**src/rtl/ctr593_seq.sv**
```systemverilog
// ============================================================================
// ctr593_seq : SN74LS593 counter sequencer (load, count, readback, tc pulse)
// Optional macro CTR593_RELOAD_EN: terminal count reloads the preset and keeps running.
// Revision: 1.0
// ============================================================================
`default_nettype none

module ctr593_seq #(
  parameter int unsigned RD_WAIT = 3
) (
  input  logic       clk,
  input  logic       clr,
  input  logic       wr,
  input  logic [7:0] wdata,
  input  logic       start,
  input  logic       stop,
  input  logic       rd,
  input  logic       tick,
  input  logic       rco,
  input  logic [7:0] io_in,
  output logic [7:0] io_out,
  output logic       io_oe,
  output logic       cck,
  output logic       rck,
  output logic       ccken,
  output logic       cclr,
  output logic       cload,
  output logic       g,
  output logic       g_,
  output logic [7:0] rdata,
  output logic       rvalid,
  output logic       tc,
  output logic       busy,
  output logic       running
);

  localparam logic [15:0] c_wait = (RD_WAIT == 0) ? 16'd1 : RD_WAIT[15:0];

  typedef enum logic [2:0] {
    S_IDLE    = 3'd0,
    S_LD_DRV  = 3'd1,
    S_LD_RCK  = 3'd2,
    S_LD_CLD  = 3'd3,
    S_RUN     = 3'd4,
    S_RD_EN   = 3'd5,
    S_RD_TURN = 3'd6
  } state_t;

  state_t      r_state, w_state, r_ret, w_ret;
  logic [15:0] r_wcnt, w_wcnt;
  logic [7:0]  r_preset, r_io_out, w_io_out, r_rdata, w_rdata;
  logic        r_rco, r_rco_q, w_fall, w_tick_ok, w_rd_st, w_counting;
  logic        r_oe, r_cck, r_rck, r_ccken, r_cclr, r_cload, r_g, r_gn;
  logic        r_rvalid, r_tc, r_busy, r_running;

  assign w_fall = r_rco_q & ~r_rco;

  always_comb begin
    w_state   = r_state;
    w_ret     = r_ret;
    w_wcnt    = r_wcnt;
    w_io_out  = r_io_out;
    w_rdata   = r_rdata;
    w_tick_ok = 1'b0;
    case (r_state)
      S_IDLE: begin
        if (start) begin
          w_state  = S_LD_DRV;
          w_io_out = r_preset;
        end else if (rd) begin
          w_state = S_RD_EN;
          w_ret   = S_IDLE;
          w_wcnt  = 16'd1;
        end
      end
      S_LD_DRV: w_state = S_LD_RCK;
      S_LD_RCK: w_state = S_LD_CLD;
      S_LD_CLD: w_state = S_RUN;
      S_RUN: begin
        if (w_fall) begin
`ifdef CTR593_RELOAD_EN
          w_state  = S_LD_DRV;
          w_io_out = r_preset;
`else
          w_state  = S_IDLE;
`endif
        end else if (stop) begin
          w_state = S_IDLE;
        end else if (rd) begin
          // an accepted read does not swallow a coincident tick
          w_state   = S_RD_EN;
          w_ret     = S_RUN;
          w_wcnt    = 16'd1;
          w_tick_ok = 1'b1;
        end else begin
          w_tick_ok = 1'b1;
        end
      end
      S_RD_EN: begin
        w_tick_ok = (r_ret == S_RUN);
        if (r_wcnt == c_wait) begin
          w_rdata = io_in;
          w_state = S_RD_TURN;
        end else begin
          w_wcnt = r_wcnt + 16'd1;
        end
      end
      S_RD_TURN: begin
        w_tick_ok = (r_ret == S_RUN);
        w_state   = r_ret;
      end
      default: w_state = S_IDLE;
    endcase
  end

  // counting stays enabled through a readback that started in RUN
  assign w_rd_st    = (w_state == S_RD_EN) || (w_state == S_RD_TURN);
  assign w_counting = (w_state == S_RUN) || (w_rd_st && (w_ret == S_RUN));

  always_ff @(posedge clk) begin
    if (clr) begin
      r_state   <= S_IDLE;
      r_ret     <= S_IDLE;
      r_wcnt    <= 16'd0;
      r_preset  <= 8'd0;
      r_io_out  <= 8'd0;
      r_rdata   <= 8'd0;
      r_rco     <= 1'b1;
      r_rco_q   <= 1'b1;
      r_oe      <= 1'b0;
      r_cck     <= 1'b0;
      r_rck     <= 1'b0;
      r_ccken   <= 1'b1;
      r_cclr    <= 1'b0;
      r_cload   <= 1'b1;
      r_g       <= 1'b0;
      r_gn      <= 1'b1;
      r_rvalid  <= 1'b0;
      r_tc      <= 1'b0;
      r_busy    <= 1'b0;
      r_running <= 1'b0;
    end else begin
      r_state   <= w_state;
      r_ret     <= w_ret;
      r_wcnt    <= w_wcnt;
      r_io_out  <= w_io_out;
      r_rdata   <= w_rdata;
      r_rco     <= rco;
      r_rco_q   <= r_rco;
      if (wr) r_preset <= wdata;
      r_oe      <= (w_state == S_LD_DRV) || (w_state == S_LD_RCK);
      r_cck     <= w_tick_ok & tick & ~r_cck;
      r_rck     <= (w_state == S_LD_RCK);
      r_ccken   <= ~w_counting;
      r_cclr    <= 1'b1;
      r_cload   <= (w_state != S_LD_CLD);
      r_g       <= (w_state == S_RD_EN);
      r_gn      <= (w_state != S_RD_EN);
      r_rvalid  <= (w_state == S_RD_TURN);
      r_tc      <= w_fall;
      r_busy    <= (w_state == S_LD_DRV) || (w_state == S_LD_RCK) ||
                   (w_state == S_LD_CLD) || w_rd_st;
      r_running <= w_counting;
    end
  end

  assign io_out  = r_io_out;
  assign io_oe   = r_oe;
  assign cck     = r_cck;
  assign rck     = r_rck;
  assign ccken   = r_ccken;
  assign cclr    = r_cclr;
  assign cload   = r_cload;
  assign g       = r_g;
  assign g_      = r_gn;
  assign rdata   = r_rdata;
  assign rvalid  = r_rvalid;
  assign tc      = r_tc;
  assign busy    = r_busy;
  assign running = r_running;

endmodule

`default_nettype wire

```
**config.mk**
```make
export PLATFORM = sky130hd
export DESIGN_NAME = ctr593_seq
export DESIGN_NICKNAME = d
export VERILOG_FILES = /design/src/rtl/ctr593_seq.sv
export SDC_FILE = /design/constraint.sdc
export NUM_CORES = 1
export LEC_CHECK = 0
export CORE_UTILIZATION = 30
export DETAILED_ROUTE_END_ITERATION = 10
export GPL_TIMING_DRIVEN = 0
export PLACE_DENSITY = 0.54
export SLEW_MARGIN = 20
export SYNTH_ARGS = -nofsm -noshare
export SYNTH_HDL_FRONTEND = slang
export SYNTH_SLANG_ARGS = --single-unit
```
**constraint.sdc**
```tcl
create_clock -name clk -period 2 [get_ports clk]
set_input_delay 0.3 -clock clk [delete_from_list [all_inputs] [get_ports clk]]
set_output_delay 0.3 -clock clk [all_outputs]
set_load 0.05 [all_outputs]
```
**Supply network**

(4 px per um) Pins as bars on the die edge.
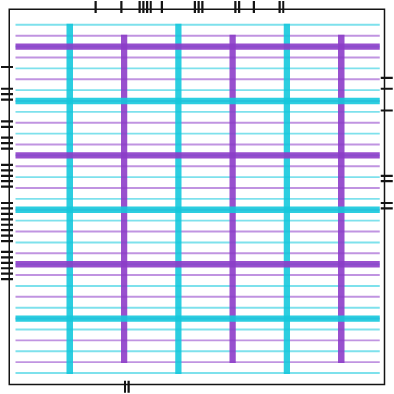
legend:
  VSS:
    colour: cyan
  VDD:
    colour: purple
signal pins: 52
met1 rails: 33
Max rail drop VDD: 0.412 mV
die extent in y: 93.5 um

**Clock wires, drivers and flops**

(6 px per um)
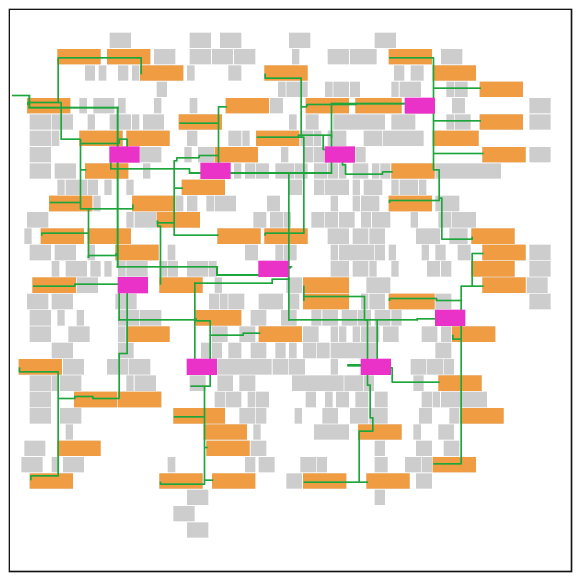
legend:
  clock wires:
    colour: green
    length: 843 um
  flip-flops:
    colour: orange
    count: 60
  clock-net drivers:
    colour: magenta
    count: 9
flops lie: widely spread
routed clock nets: 10
Clk pwr share: 35.5%
Post-Route Skew: 7.76 ps
Power Clock: 1.10 mW

==> reports/qor.csv <==
metric,value,unit
top_area_share,47.9,%
wl,6170,um
netlist.top_cell.by_area,dfxtp_1,
dominant_cells,logic gates,
crit_path_start,r_state[0],
cap_violations,0,
critPathMaxStageDelay,550,ps
track_usage,15.3,%
lay_top_count,dfxtp_1,
worst_r2r_startpoint,r_state[0],
worstRegToRegCells,6,
p_per_area,878,mW/mm2
status,"complete, but fails checks",
period_used_share,100,%
r2r_end,ccken,
synthTopCellsByArea,"dfxtp_1 48%, mux2i_1 6.4%, a21oi_1 6.0%, nand2_1 4.8%, or4_1 4.2%",
clock_path_buffers,2,
mux_share,6.38,%
whs_endpoint,cclr,
simple_gate_area_share,25.1,%
ff_type,dfxtp_1,
fillers,800,
vias,2327,
clock.fmax,498,MHz
nNonClkBuffers,74,
n_clock_buffer,9,
gp_congestion,0.831,
grt-ovfl-total,0,
drt_iter0_drc,106,
dieWidth,93.5,um
xor_share,0,%
ys_cells,284,
relSlewSlack,37.4,%
aoi_share,15.8,%
ios,52,
fin_crit,2010,ps
flop_area,0.00121,mm2
clock_area_share,5.69,%
report.final.slew_viol_count,0,
cts_buffers,9,
largest_register_ffs,16,
grt_pass1_wl,10400,um
placed_area,0.00313,mm2
grt_pass1_vias,2168,
cts.sinks,60,
worst_hold_path.num_cells,2,
critPathKind,reg -> reg,
ys_top_logic_family,simple AND/OR/NAND/NOR gates,
finalSetupViolCount,1,
cpLargestDelayFamily,simple AND/OR/NAND/NOR gates,
path_max_fanout,10,
synth.distinct_cells,40,
antenna_found_initial,0,
worst_slack,-6.45,ps
rrSetupSlack,-6,ps
final-nonclk-buf-share,18.3,%
final_hold_viol_count,0,
rsz0062_at_grt,true,
holdBufCountCts,0,
tap_cells,102,
cp_slowest_cell,or4_4,
violations,setup timing,
seq_cells,60,
yosys_area,0.00251,mm2
sh_comb_area,37.1,%
**Congestion heat map**

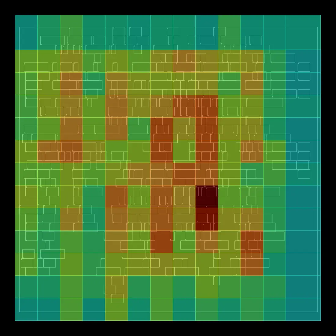
M1 GR Usage: 20.0%
wire length per cell: 13.4 um
met3 Use GR: 6.99%

**Placed cells, one colour a class**

(4 px per um) Fill, decap, tap and diode cells in grey.
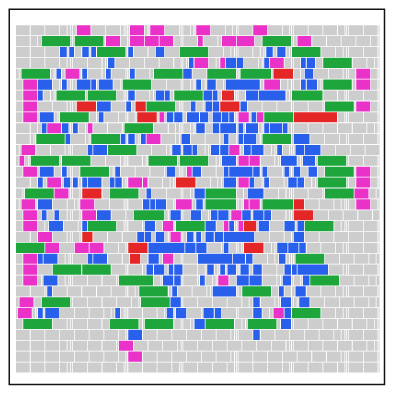
legend:
  registers:
    colour: green
    cells: 60
  remaining buffers and delay cells:
    colour: magenta
    cells: 74
  remaining logic cells:
    colour: blue
    cells: 207
  clock drivers and dummy loads:
    colour: red
    cells: 16
core footprint: 0.00793 mm2
flop share of the area: 34.3%

report_power, final:
| group | internal [mW] | switching [mW] |
|---|---|---|
| clock | 0.578 | 0.526 |
| sequential | 1.26 | 0.0472 |
| combinational | 0.270 | 0.425 |
repair_timing:
action,CTS,global route
gates resized,10,31
endpoints found under the setup margin,29,37
pin swaps,3,12
hold endpoints to repair,0,0
buffers inserted,4,5
synth_stat cells (all sizes together) (4+ instances only):
cell type	instances
or4	14
inv	10
a21oi	30
mux2i	16
or3	5
dfxtp	60
nand2	32
nor3	6
nand2b	5
nand4	5
nand3	5
nor2	25
clkbuf	14
and3	4
o31ai	13
o21ai	4
per-stage QoR:
step	setup WS [ps]	hold slack, ps	power [mW]	cells	util, %
finish	-6.45	380	3.11	459	44.6
global route	-111	412	3.26	459	44.6
CTS	-48.7	388	3.11	454	42.7
detailed placement	-652	431	1.96	435	39.5
global placement	-626	428	1.96	435	39.5
floorplan	2.56	404	1.74	284	-
worst max-delay path by stage:
stage | to | slack [ps] | cells past startpoint
floorplan | ccken | 3 | 6
global placement | r_wcnt[11] | -630 | 8
detailed placement | r_wcnt[11] | -650 | 8
CTS | rdata[5] | -50 | 7
global route | g | -110 | 8
finish | ccken | -6 | 6
worst register-to-register path: stages, from the launching register on:
cell and delay, ps:
dfxtp_2 340, buf_6 140, nor4b_4 250, a21oi_1 70
a311o_2 420, or4_4 550, o221a_2 130
routing by layer:
| layer | vias to the layer above | part of all wire, % |
|---|---|---|
| met1 | 1075 | 47 |
| met3 | 13 | 7.5 |
| li1 | 1174 | - |
| met2 | 65 | 44 |
| met4 | 0 | 1.5 |
| met5 | - | 0 |
Power figures rest on the tool's default switching activity, not on a simulated workload.
